### src/rtl/split_demux5_5b.sv
// Clocked 1-to-5 token splitter: FIFO-buffered upstream drive/free, one token dispatched at a time.
// Optional broadcast (sel=7 drives all five channels) is enabled by defining SPLIT_BCAST_EN.
module split_demux5_5b #(
    parameter int DW    = 5,
    parameter int DEPTH = 2
) (
    input  logic          clk,
    input  logic          rst,
    input  logic          i_drive,
    input  logic [2:0]    i_sel,
    input  logic [DW-1:0] i_data,
    output logic          o_free,
    output logic          o_drive0,
    output logic          o_drive1,
    output logic          o_drive2,
    output logic          o_drive3,
    output logic          o_drive4,
    output logic [DW-1:0] o_data0,
    output logic [DW-1:0] o_data1,
    output logic [DW-1:0] o_data2,
    output logic [DW-1:0] o_data3,
    output logic [DW-1:0] o_data4,
    input  logic          i_free0,
    input  logic          i_free1,
    input  logic          i_free2,
    input  logic          i_free3,
    input  logic          i_free4,
    output logic          o_busy,
    output logic          o_err
);
    localparam int AW = $clog2(DEPTH);
    localparam int PW = AW + 1;

    typedef enum logic [1:0] {IDLE, ISSUE, WAIT} state_e;
    typedef struct packed {
        logic [2:0]    sel;
        logic [DW-1:0] data;
    } entry_t;

    function automatic logic legal(input logic [2:0] s);
`ifdef SPLIT_BCAST_EN
        return (s < 3'd5) || (s == 3'd7);
`else
        return s < 3'd5;
`endif
    endfunction

    function automatic logic [4:0] dest(input logic [2:0] s);
        return (s == 3'd7) ? 5'h1f : (5'd1 << s);
    endfunction

    // Assertion is asynchronous; release reaches the datapath two edges later.
    logic [1:0] rst_sync_q;
    logic       rst_n;
    always_ff @(posedge clk or negedge rst) begin
        if (!rst) rst_sync_q <= 2'b00;
        else      rst_sync_q <= {rst_sync_q[0], 1'b1};
    end
    assign rst_n = rst_sync_q[1];

    state_e        state_q, state_d;
    logic [PW-1:0] wr_ptr_q, rd_ptr_q, count;
    logic [PW:0]   occ_after;
    logic [4:0]    drive_q, drive_d, want_q, want_d, free_in, bad;
    logic [DW-1:0] data_q [5];
    logic          free_q, free_d, owed_q, owed_d, err_q, err_d;
    logic          wr, pop, issue, drop, done, empty;
    entry_t        mem_q [DEPTH];
    entry_t        inc, head, nxt, cand;
`ifdef SPLIT_BCAST_EN
    logic [4:0]    mask_q, mask_d, hit;
`endif

    assign free_in = {i_free4, i_free3, i_free2, i_free1, i_free0};
    assign inc     = '{sel: i_sel, data: i_data};
    assign wr      = i_drive & ~owed_q;
    assign count   = wr_ptr_q - rd_ptr_q;
    assign empty   = (wr_ptr_q == rd_ptr_q);
    assign head    = mem_q[rd_ptr_q[AW-1:0]];
    assign nxt     = mem_q[AW'(rd_ptr_q[AW-1:0] + 1'b1)];

    // NOTE: every variable driven here gets a default first so no latch is inferred.
    always_comb begin
        state_d = state_q;
        want_d  = want_q;
        drive_d = '0;
        issue   = 1'b0;
        pop     = 1'b0;
        drop    = 1'b0;
        done    = 1'b0;
        cand    = '0;
        bad     = free_in;
`ifdef SPLIT_BCAST_EN
        mask_d  = mask_q;
        hit     = '0;
`endif
        case (state_q)
            IDLE: begin
                if (!empty) begin
                    if (legal(head.sel)) begin
                        issue = 1'b1;
                        cand  = head;
                    end else begin
                        pop  = 1'b1;
                        drop = 1'b1;
                    end
                end else if (wr && legal(i_sel)) begin
                    issue = 1'b1;
                    cand  = inc;
                end
            end
            ISSUE: state_d = WAIT;
            WAIT: begin
`ifdef SPLIT_BCAST_EN
                hit    = free_in & want_q & ~mask_q;
                bad    = free_in & ~hit;
                mask_d = mask_q | hit;
                done   = (mask_d == want_q);
`else
                done   = |(free_in & want_q);
                bad    = free_in & ~want_q;
`endif
                if (done) begin
                    pop     = 1'b1;
                    state_d = IDLE;
                    // The follow-on token may be the one being written this same cycle.
                    if (count > PW'(1)) begin
                        if (legal(nxt.sel)) begin
                            issue = 1'b1;
                            cand  = nxt;
                        end
                    end else if (wr && legal(i_sel)) begin
                        issue = 1'b1;
                        cand  = inc;
                    end
                end
            end
            default: state_d = IDLE;
        endcase
        if (issue) begin
            state_d = ISSUE;
            drive_d = dest(cand.sel);
            want_d  = drive_d;
`ifdef SPLIT_BCAST_EN
            mask_d  = '0;
`endif
        end
    end

    always_comb begin
        occ_after = {1'b0, count} + (PW+1)'(wr) - (PW+1)'(pop);
        free_d    = 1'b0;
        owed_d    = owed_q;
        if (wr && occ_after < (PW+1)'(DEPTH)) begin
            free_d = 1'b1;
        end else if (wr) begin
            owed_d = 1'b1;
        end else if (pop && owed_q) begin
            free_d = 1'b1;
            owed_d = 1'b0;
        end
        err_d = err_q | (i_drive & owed_q) | drop | (|bad);
    end

    always_ff @(posedge clk or negedge rst_n) begin
        if (!rst_n) begin
            state_q  <= IDLE;
            wr_ptr_q <= '0;
            rd_ptr_q <= '0;
            drive_q  <= '0;
            want_q   <= '0;
            free_q   <= 1'b0;
            owed_q   <= 1'b0;
            err_q    <= 1'b0;
            data_q   <= '{default: '0};
`ifdef SPLIT_BCAST_EN
            mask_q   <= '0;
`endif
        end else begin
            state_q <= state_d;
            drive_q <= drive_d;
            want_q  <= want_d;
            free_q  <= free_d;
            owed_q  <= owed_d;
            err_q   <= err_d;
`ifdef SPLIT_BCAST_EN
            mask_q  <= mask_d;
`endif
            if (wr)  wr_ptr_q <= wr_ptr_q + 1'b1;
            if (pop) rd_ptr_q <= rd_ptr_q + 1'b1;
            for (int n = 0; n < 5; n++) begin
                if (drive_d[n]) data_q[n] <= cand.data;
            end
        end
    end

    // NOTE: FIFO storage has no reset; the pointers alone decide which entries are valid.
    always_ff @(posedge clk) begin
        if (wr) mem_q[wr_ptr_q[AW-1:0]] <= inc;
    end

    assign o_free   = free_q;
    assign o_err    = err_q;
    assign o_busy   = !empty || (state_q != IDLE);
    assign o_drive0 = drive_q[0];
    assign o_drive1 = drive_q[1];
    assign o_drive2 = drive_q[2];
    assign o_drive3 = drive_q[3];
    assign o_drive4 = drive_q[4];
    assign o_data0  = data_q[0];
    assign o_data1  = data_q[1];
    assign o_data2  = data_q[2];
    assign o_data3  = data_q[3];
    assign o_data4  = data_q[4];
endmodule

### config.mk
export PLATFORM = sky130hd
export DESIGN_NAME = split_demux5_5b
export DESIGN_NICKNAME = d
export VERILOG_FILES = /design/src/rtl/split_demux5_5b.sv
export SDC_FILE = /design/constraint.sdc
export NUM_CORES = 1
export LEC_CHECK = 0
export ABC_AREA = 1
export CELL_PAD_IN_SITES_DETAIL_PLACEMENT = 1
export CELL_PAD_IN_SITES_GLOBAL_PLACEMENT = 1
export CORE_MARGIN = 2
export CORE_UTILIZATION = 44
export DETAILED_ROUTE_END_ITERATION = 12
export PLACE_DENSITY_LB_ADDON = 0.1
export SYNTH_ARGS = -nofsm -noshare
export SYNTH_HDL_FRONTEND = slang
export SYNTH_SLANG_ARGS = --single-unit
### constraint.sdc
create_clock -name clk -period 3.4 [get_ports clk]
set_input_delay 0.85 -clock clk [delete_from_list [all_inputs] [get_ports clk]]
set_output_delay 0.85 -clock clk [all_outputs]
set_load 0.01 [all_outputs]
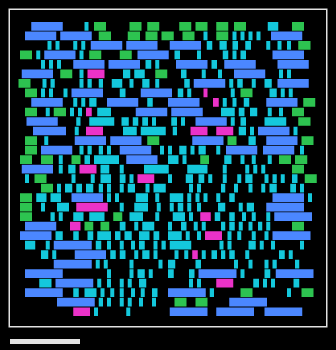
(run_1/placement_by_type.png)
The bar under the picture is 20 microns long.
[clock drivers and dummy loads] magenta | cells: 16 | share of their area: 4.7%
[flops] blue | cells: 62 | share of their area: 42%
[other buffers and delay cells] green | cells: 54 | share of their area: 13%
[combinational and other logic] cyan | cells: 312 | share of their area: 40%

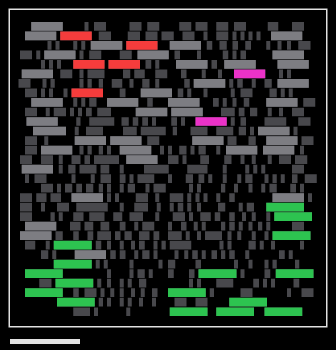
(run_1/flops_by_reg.png)
The bar under the picture is 20 microns long. Other sequential cells in the stronger gray, the rest of the logic in the fainter gray.
[o_data2] red | flops: 5 | where: top left
[state_q] magenta | flops: 2
[mem_q] green | flops: 16
not colored: 39

==> run summary, run 1 <==
Implementation results are summarized by area below.

Run status
The run finished with clean final reports.

Final layout
The sequential cell area is about 0.0016 sq mm. The number of nets in the layout is 457. The fraction of layout cells with a size suffix above 1 is 15.8%.

The most common logic cell in the final layout is nand2_1.

Pwr
The switching power as a share of total power is 49.2%. The maximum vdd drop is 0.532 mV.

Critical path
For the worst setup path, the data required time is between 2 and 3 ns. The start-to-end type of the worst setup path is reg -> out. STA classifies the critical path startpoint as a flip-flop. The worst register-to-register path has a depth of 13.

Synth
The proportion of synthesized chip area in sequential cells is between 40% and 50%. The count of instantiated cells in the yosys netlist is 382. Dividing the synthesized area by the synthesized cell count gives 8.59 sq um.

Drt
Summing over every cut layer, the via total after detailed routing is 2,757. Using the TritonRoute via totals, the vias-per-cell ratio works out to ~5.

Floorplan
The initialized floorplan defines 31 standard-cell rows. 49 I/O pins were placed. The horizontal extent of the die is 90.4 microns.

Placed design
The congestion estimate from routability-driven global placement came to slightly above 0.8.

Worst hold path
The launch point of the worst hold path is rst_sync_q[0].

GRT
The first global-routing pass estimated between 10 and 15 mm of wire.

Run
In this run the maximum-capacitance check reported violations numbering 0.

STA
The final number of setup-violating endpoints is 0. The worst slew margin relative to its limit is 36.1%.
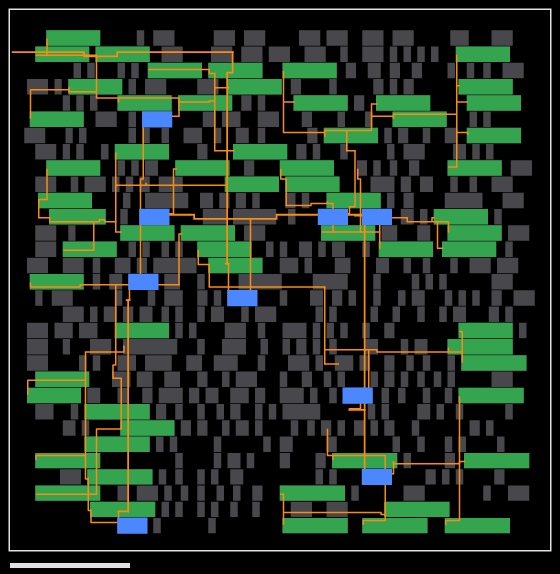
(run_1/clk_routes.png)
The bar under the picture is 20 microns long.
[flip-flops] green | count: 62
[clock wires] orange | length: 910 microns
[clock drivers] blue | count: 9
routed clock nets: 10
flops lie: spread over the die
Clock Skew: 0.00664 ns
power in the clock group: 617 uW
clock insertion delay at the later pin of the skew report: 0.35 ns

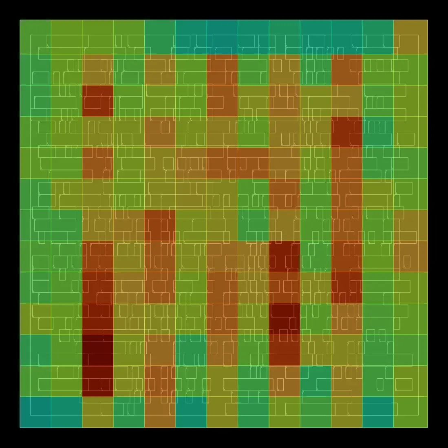
(run_1/congestion.png)
overall track demand over capacity in global routing: 22.6%
met2 usage: 38.6%
WL per Instance: 15.5 microns
final core occ: 55.8%

==> run 1: cell type report <==
class / count / share of cell area [%]
flip-flops and latches: 62 / 40.3
repair buffers: 54 / 13.0
well taps: 99 / 3.06
inverters: 46 / 4.45
multi-input cells: 266 / 34.6
clock buffers: 11 / 3.77
clock inverters: 5 / 0.803
==> run 1: how the worst max path moves through the flow <==
| stage | from | end | slack (ns) | depth (start not counted) |
|---|---|---|---|---|
| 2_1_floorplan | i_free1 | owed_q | 0.95 | 13 |
| 3_3_place_gp | i_free1 | owed_q | 0.43 | 14 |
| 3_5_place_dp | i_free0 | o_free | 0.28 | 13 |
| 4_1_cts | wr_ptr_q[0] | o_busy | 0.29 | 6 |
| 5_1_grt | wr_ptr_q[0] | o_busy | 0.22 | 6 |
| 6_report | wr_ptr_q[0] | o_busy | 0.31 | 6 |
==> run 1: layer usage <==
| metal | share of wire (%) | GRT usage (%) | vias up |
|---|---|---|---|
| met2 | 51 | 38.6 | 49 |
| met1 | 44 | 28.6 | 1370 |
| met5 | 0 | 0 | - |
| met3 | 2.9 | 3.59 | 9 |
| met4 | 1.7 | 9.36 | 0 |
| li1 | - | - | 1329 |
==> run 1: Yosys cell counts, drive strengths merged <==
library cell	count	area [sq um]
nand4	11	68.8
nand3	30	210
xor2	4	35.0
nand2	155	668
buf	8	67.6
o21ai	33	195
o22ai	1	6.26
edfxtp	16	480
conb	1	3.75
fa	1	20.0
dfrtp	46	1150
a31oi	3	18.8
a21oi	5	28.8
inv	46	180
nor2	20	128
ha	1	12.5
o21bai	1	7.51
==> run 1: sequential cells by signal, summed over array words and instances (netlist names) <==
| register | cells |
|---|---|
| wr_ptr_q | 2 |
| drive_q | 5 |
| rd_ptr_q | 2 |
| o_data1 | 5 |
| o_data0 | 5 |
| o_data4 | 5 |
| state_q | 2 |
| owed_q | 1 |
| mem_q | 16 |
| o_data3 | 5 |
| rst_sync_q | 2 |
| o_data2 | 5 |
| want_q | 5 |
| o_free | 1 |
| o_err | 1 |
==> run 1: metrics by stage <==
stage,setup slack [ns],util (%)
global route,0.218,55.8
detailed placement,0.284,53.3
finish,0.315,55.8
global placement,0.435,53.3
CTS,0.292,55.8
floorplan,0.953,-
==> run 1: power by group through the flow <==
| stage | clock network, mW | logic (mW) | registers [mW] |
|---|---|---|---|
| after floorplan | 0 | 1.87 | 1.21 |
| after global placement | 0 | 2.56 | 1.17 |
| after detailed placement | 0 | 2.65 | 1.18 |
| after CTS | 0.631 | 2.66 | 1.17 |
| after global routing | 0.662 | 2.95 | 1.20 |
| final | 0.617 | 2.61 | 1.17 |
==> run 1: worst max-delay path, stage by stage, from the launching register on <==
cell             delay [ns]
dfrtp_1                0.40
inv_1                  0.08
ha_1                   0.34
nand3_2                0.32
nor2_4                 0.19
inv_1                  0.05
clkdlybuf4s50_1        0.50
==> run 1: cell families after synthesis <==
kind of cell / synth area share, %
buffers and inverters: 7.55
DFF: 49.7
other: 0.114
AOI/OAI and AO/OA: 7.82
adders and majority gates: 0.991
xor gates and xnor gates: 1.07
and+or+nand+nor: 32.7
==> run 2: changes to the inputs <==
- CORE_UTILIZATION: 44 -> 37
- clock period: 3.4 -> 2.7 ns (I/O delays scaled with it)
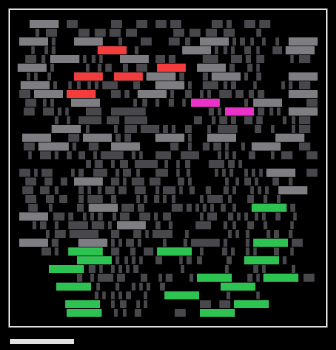
(run_2/flops_by_reg.png)
The bar under the picture is 20 microns long. Other sequential cells in the stronger gray, the rest of the logic in the fainter gray.
[o_data2] red | flops: 5
[mem_q] green | flops: 16
[state_q] magenta | flops: 2

==> run summary, run 2 <==
Implementation results are summarized by area below.

Pwr
The worst VDD IR drop from the latest analysis is approximately 0.67 mV.

CTS
The insertion delay to the later sink of the worst-skew pair is approximately 0.35 ns.

Synth
Per the synth stats, the flop cell with the highest instance count is dfrtp_1. The area share of the leading cell type in the synthesized netlist is between 30% and 40%. dfrtp_1 takes more of the synthesized area than any other cell. Sorting the synthesized cells by area gives the leading types as dfrtp_1 35%, nand2_1 16%, edfxtp_1 15%. The synthesized netlist was found by Yosys to have approximately 380 cells. By count the netlist is led by 138 x nand2_1, 46 x dfrtp_1, 37 x inv_1. The per-instance average area after synthesis is ~8.6 sq um. Summing the sequential cell areas from Yosys gives 49.7% of the chip area. The most common cell in the synthesized netlist is nand2_1. The share of async-settable or async-resettable flops after synthesis is roughly three quarters.

GRT
The first-pass GRT wire length is 14.6 mm. Global routing put the most usage on met2. The met2 track demand over resource in global routing is 31.3%. The total track usage is 19.2%.

Critical path
Among all stages on the critical path, the largest delay is contributed by clkdlybuf4s50_1. Among cell families on the critical path, the largest total delay comes from buffers and inverters. Measured in cells, the most critical reg-to-reg path has a length of 16.

The script reports the combined buffer and inverter count of the critical path as 3. In this design, the critical path's most frequently occurring cell is inv_1. The start-to-end type of the worst setup path is reg -> out. STA classifies the critical path startpoint as a flip-flop.

The worst path required time is 2.03 ns.

Run status
The run finished with clean final reports.

Worst hold path
STA lists the startpoint of the worst hold path as rst_sync_q[0].

STA
The worst slew margin relative to its limit is 34.0%.

Floorplan
roughly 49 I/O pins were placed. In this run the horizontal extent of the chip is 98.2 microns. According to the floorplan log, the row count is 34.

Final layout
Counting only logic cells after layout, the most numerous master is nand2_1. Per the final layout report, the fraction of cells sized above drive strength 1 comes to 18.8%.

Drt
For this run, the detailed router reports a per-instance via density of 4.87. TritonRoute output was used to compute an average wire per cell of 15.4 microns. The total via count in the routed design is 2,753.

Placed design
The final weighted congestion recorded by global placement is 0.830.
==> run 2: netlist changes by cell type in the layout (fill, tap and decap cells not counted), sizes merged <==
cell,before,now
inv,46,48
clkinvlp,0,1
clkinv,5,1
bufinv,0,1
buf,6,19
==> run 2: what timing repair did <==
item | 4_1_cts | 5_1_grt
pin swaps | 0 | 2
resized | 1 | 4
setup endpoints to repair | 1 | 3
buffers inserted | 0 | 2
cloned | 0 | 0
==> run 2: routing by layer <==
| layer | share of wire (%) | vias to the layer above |
|---|---|---|
| li1 | - | 1360 |
| met1 | 47 | 1339 |
| met2 | 48 | 43 |
| met3 | 3.9 | 11 |
| met4 | 1.4 | 0 |
| met5 | 0 | - |
==> run 2: area by class of cell <==
class / instances / area, sq um / share of cell area, %
Clock buffer: 11 / 163 / 3.84
Inverter: 46 / 183 / 4.31
Sequential cell: 62 / 1630 / 38.6
Multi-Input combinational cell: 266 / 1440 / 33.9
Tap cell: 108 / 135 / 3.19
Timing Repair Buffer: 67 / 623 / 14.7
Clock inverter: 5 / 61.3 / 1.45
==> run 2: power breakdown <==
part / leakage (nW) / switching (mW) / total (mW) / internal [mW]
sequential: 0.730 / 0.180 / 1.46 / 1.28
clock: 0.112 / 0.412 / 0.925 / 0.513
combinational: 1.20 / 2.26 / 3.59 / 1.33
==> run 2: cells by family (layout without fill, tap and decap cells) <==
group | Yosys count | count (layout) | share of synthesized area (%)
compound gates | 43 | 43 | 7.82
xor+xnor | 4 | 4 | 1.07
fa+ha+maj | 2 | 2 | 0.991
buf+inv | 54 | 129 | 7.55
flops | 62 | 62 | 49.7
other cells | 1 | 1 | 0.114
simple gates | 216 | 216 | 32.7
==> run 2: stage by stage <==
stage | setup slack [ns] | util, % | setup TNS (ns) | area [sq um] | hold slack, ns
final | 0.122 | 48.8 | 0 | 4230 | 0.354
after global routing | 0.00227 | 48.8 | 0 | 4230 | 0.360
after CTS | 0.0274 | 48.3 | 0 | 4190 | 0.356
after detailed placement | -0.218 | 45.6 | -0.411 | 3960 | 0.343
after global placement | -0.0491 | 45.6 | -0.0847 | 3960 | 0.335
after floorplan | 0.371 | - | 0 | 3280 | 0.331
==> run 2: worst max-delay path by stage <==
stage / slack [ns] / start / end / cells after the start
6_report: 0.12 / wr_ptr_q[0] / o_busy / 6
3_3_place_gp: -0.05 / i_free1 / owed_q / 15
5_1_grt: 0.002 / rd_ptr_q[0] / owed_q / 16
3_5_place_dp: -0.22 / i_free1 / o_free / 14
2_1_floorplan: 0.37 / rd_ptr_q[0] / owed_q / 14
4_1_cts: 0.03 / wr_ptr_q[0] / o_busy / 6
==> run 3: changes to the inputs <==
- PLACE_DENSITY: not set -> 0.79
- PLACE_DENSITY_LB_ADDON: 0.1 -> not set
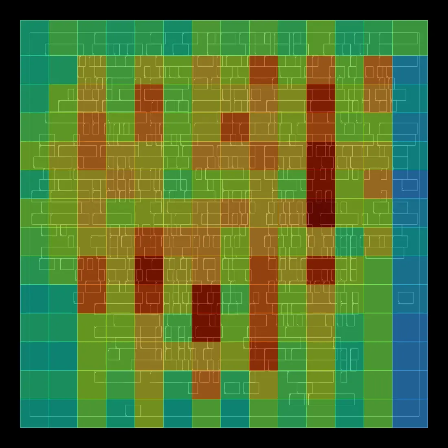
(run_3/congestion.png)
GR Util met3: 4.22%
overall track demand over capacity in global routing: 19.5%
WL per Instance: 15.5 microns
final core occ: 48.0%
met1 track demand over resource: 24.2%

==> run summary, run 3 <==
Implementation results are summarized by area below.

Final layout
The most common cell after layout, fill and taps aside is nand2_1. The area of all placed cells without fillers is 0.00416 sq mm. The register with the most flip-flops in the layout has 16 of them. The post-route netlist has between 10% and 20% of its cells at a drive strength greater than 1. The final layout contains 465 nets.

Critical path
In this design, the largest share of critical-path delay is due to buffers and inverters. The worst path required time is 2.03 ns. STA classifies the critical path startpoint as a flip-flop. The report puts the cell count of the worst reg-to-reg path at 14. The critical path crosses 5 cells after its start point. The critical path goes through ha_4, nand3_4, nor2_4, inv_1, clkdlybuf4s50_1. The slowest stage of the critical path is the dfrtp_2 cell.

The setup path with the least slack is of type reg -> out.

Placed design
The post-detailed-placement cell area is 0.00393 sq mm. The last weighted congestion value of the routability-driven placer is 0.802.

Floorplan
The number of standard-cell rows in the floorplan is 34. Per the OpenROAD floorplan log, the width of the die is 98.2 microns. The number of primary I/O pins is 49.

Synth
After synthesis, the largest area contributor takes up 35.1% of total cell area. The cell type contributing the most total cell area after synthesis is dfrtp_1. The number of flops mapped to enable cells by yosys is 16.

After synthesis, flip-flops and latches occupy 49.7% of the total area. In the Yosys report the total cell count is 382. The flip-flop cell with the highest count after synthesis is dfrtp_1.

The synthesis report gives the async set-or-reset register share as approximately 74%.

Run
Max-cap violations in this run came to 0.

STA
Across all checked pins, the minimum headroom to the slew limit is 36.3%. The final number of setup-violating endpoints is 0. The aggregate negative setup slack is 0 ns.

Clock skew on the completed layout was measured at 0.0101 ns.

Drt
The number of vias per cell is 5.01. The total via count in the routed design is 2,805.

Run status
The run finished with clean final reports.

Pwr
Across the VDD grid, the largest voltage drop is 0.479 mV.

CTS
The insertion delay to the later sink of the worst-skew pair is 0.35 ns. The maximum buffer depth of the clock tree is 2.

Worst hold path
STA lists the startpoint of the worst hold path as rst_sync_q[0].

GRT
The first global-routing pass estimated 14.7 mm of wire.
run 3: cell counts after synthesis:
No cell type changed its count.
run 3: worst reg2reg max path: cells and delay by family (launching register included):
family | cells | cell delay (ns)
AND/OR/NAND/NOR | 7 | 0.76
XOR/XNOR | 1 | 0.16
adder cells (fa/ha/maj) | 1 | 0.39
buffers and inverters | 2 | 0.33
AND-OR/OR-AND | 3 | 0.29
flip-flops | 1 | 0.49
run 3: per-stage QoR:
stage               setup slack (ns)  total power, mW  cells
floorplan                      0.371             3.88    382
global placement             -0.0443             4.77    543
detailed placement            -0.189             4.92    543
CTS                           0.0244             5.77    559
global route                 0.00865             6.28    560
finish                         0.102             5.78    560
run 3: logic make-up after synthesis:
group | count (synthesis) | synth area share [%]
AND-OR/OR-AND | 43 | 7.82
XOR/XNOR | 4 | 1.07
adder cells (fa/ha/maj) | 2 | 0.991
buffers and inverters | 54 | 7.55
flip-flops | 62 | 49.7
other | 1 | 0.114
AND/OR/NAND/NOR | 216 | 32.7
run 3: how the worst max path moves through the flow:
stage	from	end	slack, ns
floorplan	rd_ptr_q[0]	owed_q	0.37
global route	rd_ptr_q[0]	o_busy	0.009
CTS	rd_ptr_q[0]	o_busy	0.02
detailed placement	i_free1	o_free	-0.19
finish	rd_ptr_q[0]	o_busy	0.10
global placement	i_free1	owed_q	-0.04
run 3: cell type report:
class / count / area [sq um]
inverter: 46 / 180
tap: 108 / 135
clock buffer: 10 / 149
sequential: 62 / 1630
timing repair buffer: 62 / 593
multi-input combinational: 266 / 1430
fill: 1036 / 4520
clock inverter: 6 / 41.3
run 3: repair_timing:
item,4_1_cts,5_1_grt
resized,2,4
gates cloned,0,0
setup endpoints to repair,1,3
buffers inserted,0,1
pin swaps,0,0
run 3: metal layers:
layer	global-route usage, %	share of wire, %	vias up
met3	4.22	3.9	15
met2	33.1	51	46
met4	7.69	2.1	0
li1	-	-	1355
met5	0	0	-
met1	24.2	43	1389
run 3: power breakdown:
part	leakage (nW)	switching, mW	internal [mW]
registers	0.729	0.201	1.28
logic	1.18	2.23	1.27
clock network	0.0981	0.405	0.391

## Gallery

Logic cells by family.
image #1
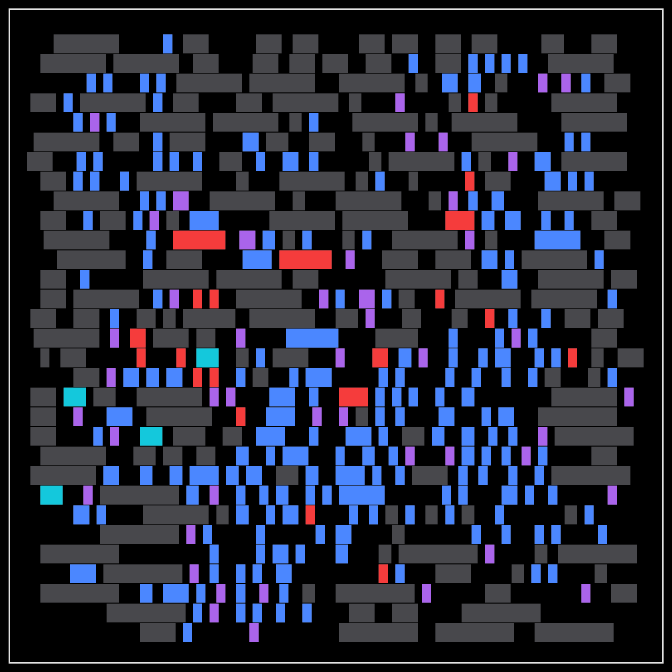
image #2
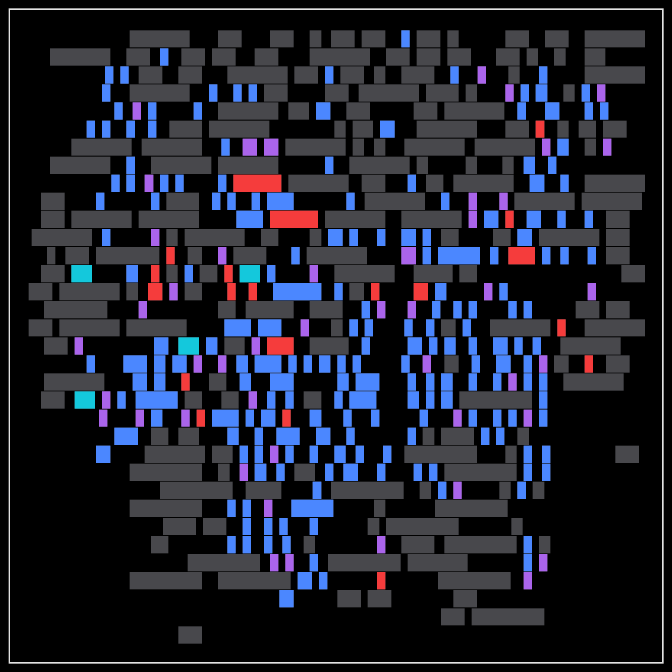
image #3
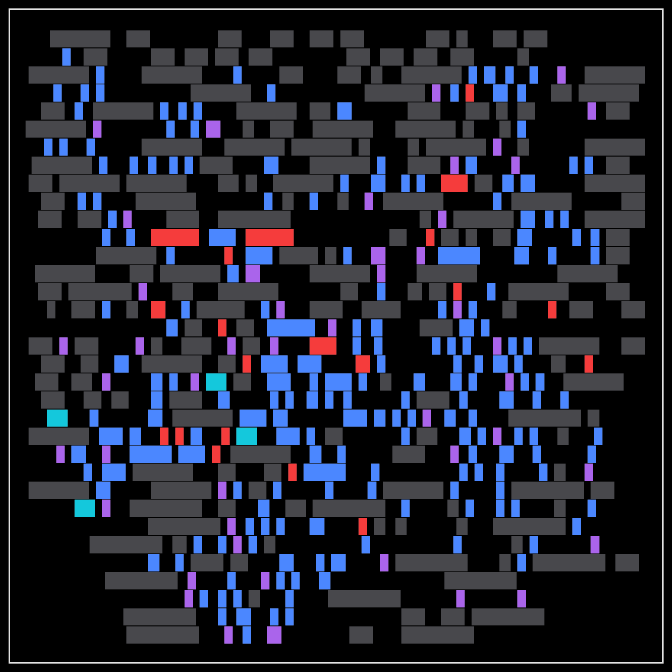
| picture | from |
|---|---|
| image #2 | run 3 |
| image #1 | run 1 |
| image #3 | run 2 |

Power figures rest on the tool's default switching activity, not on a simulated workload.
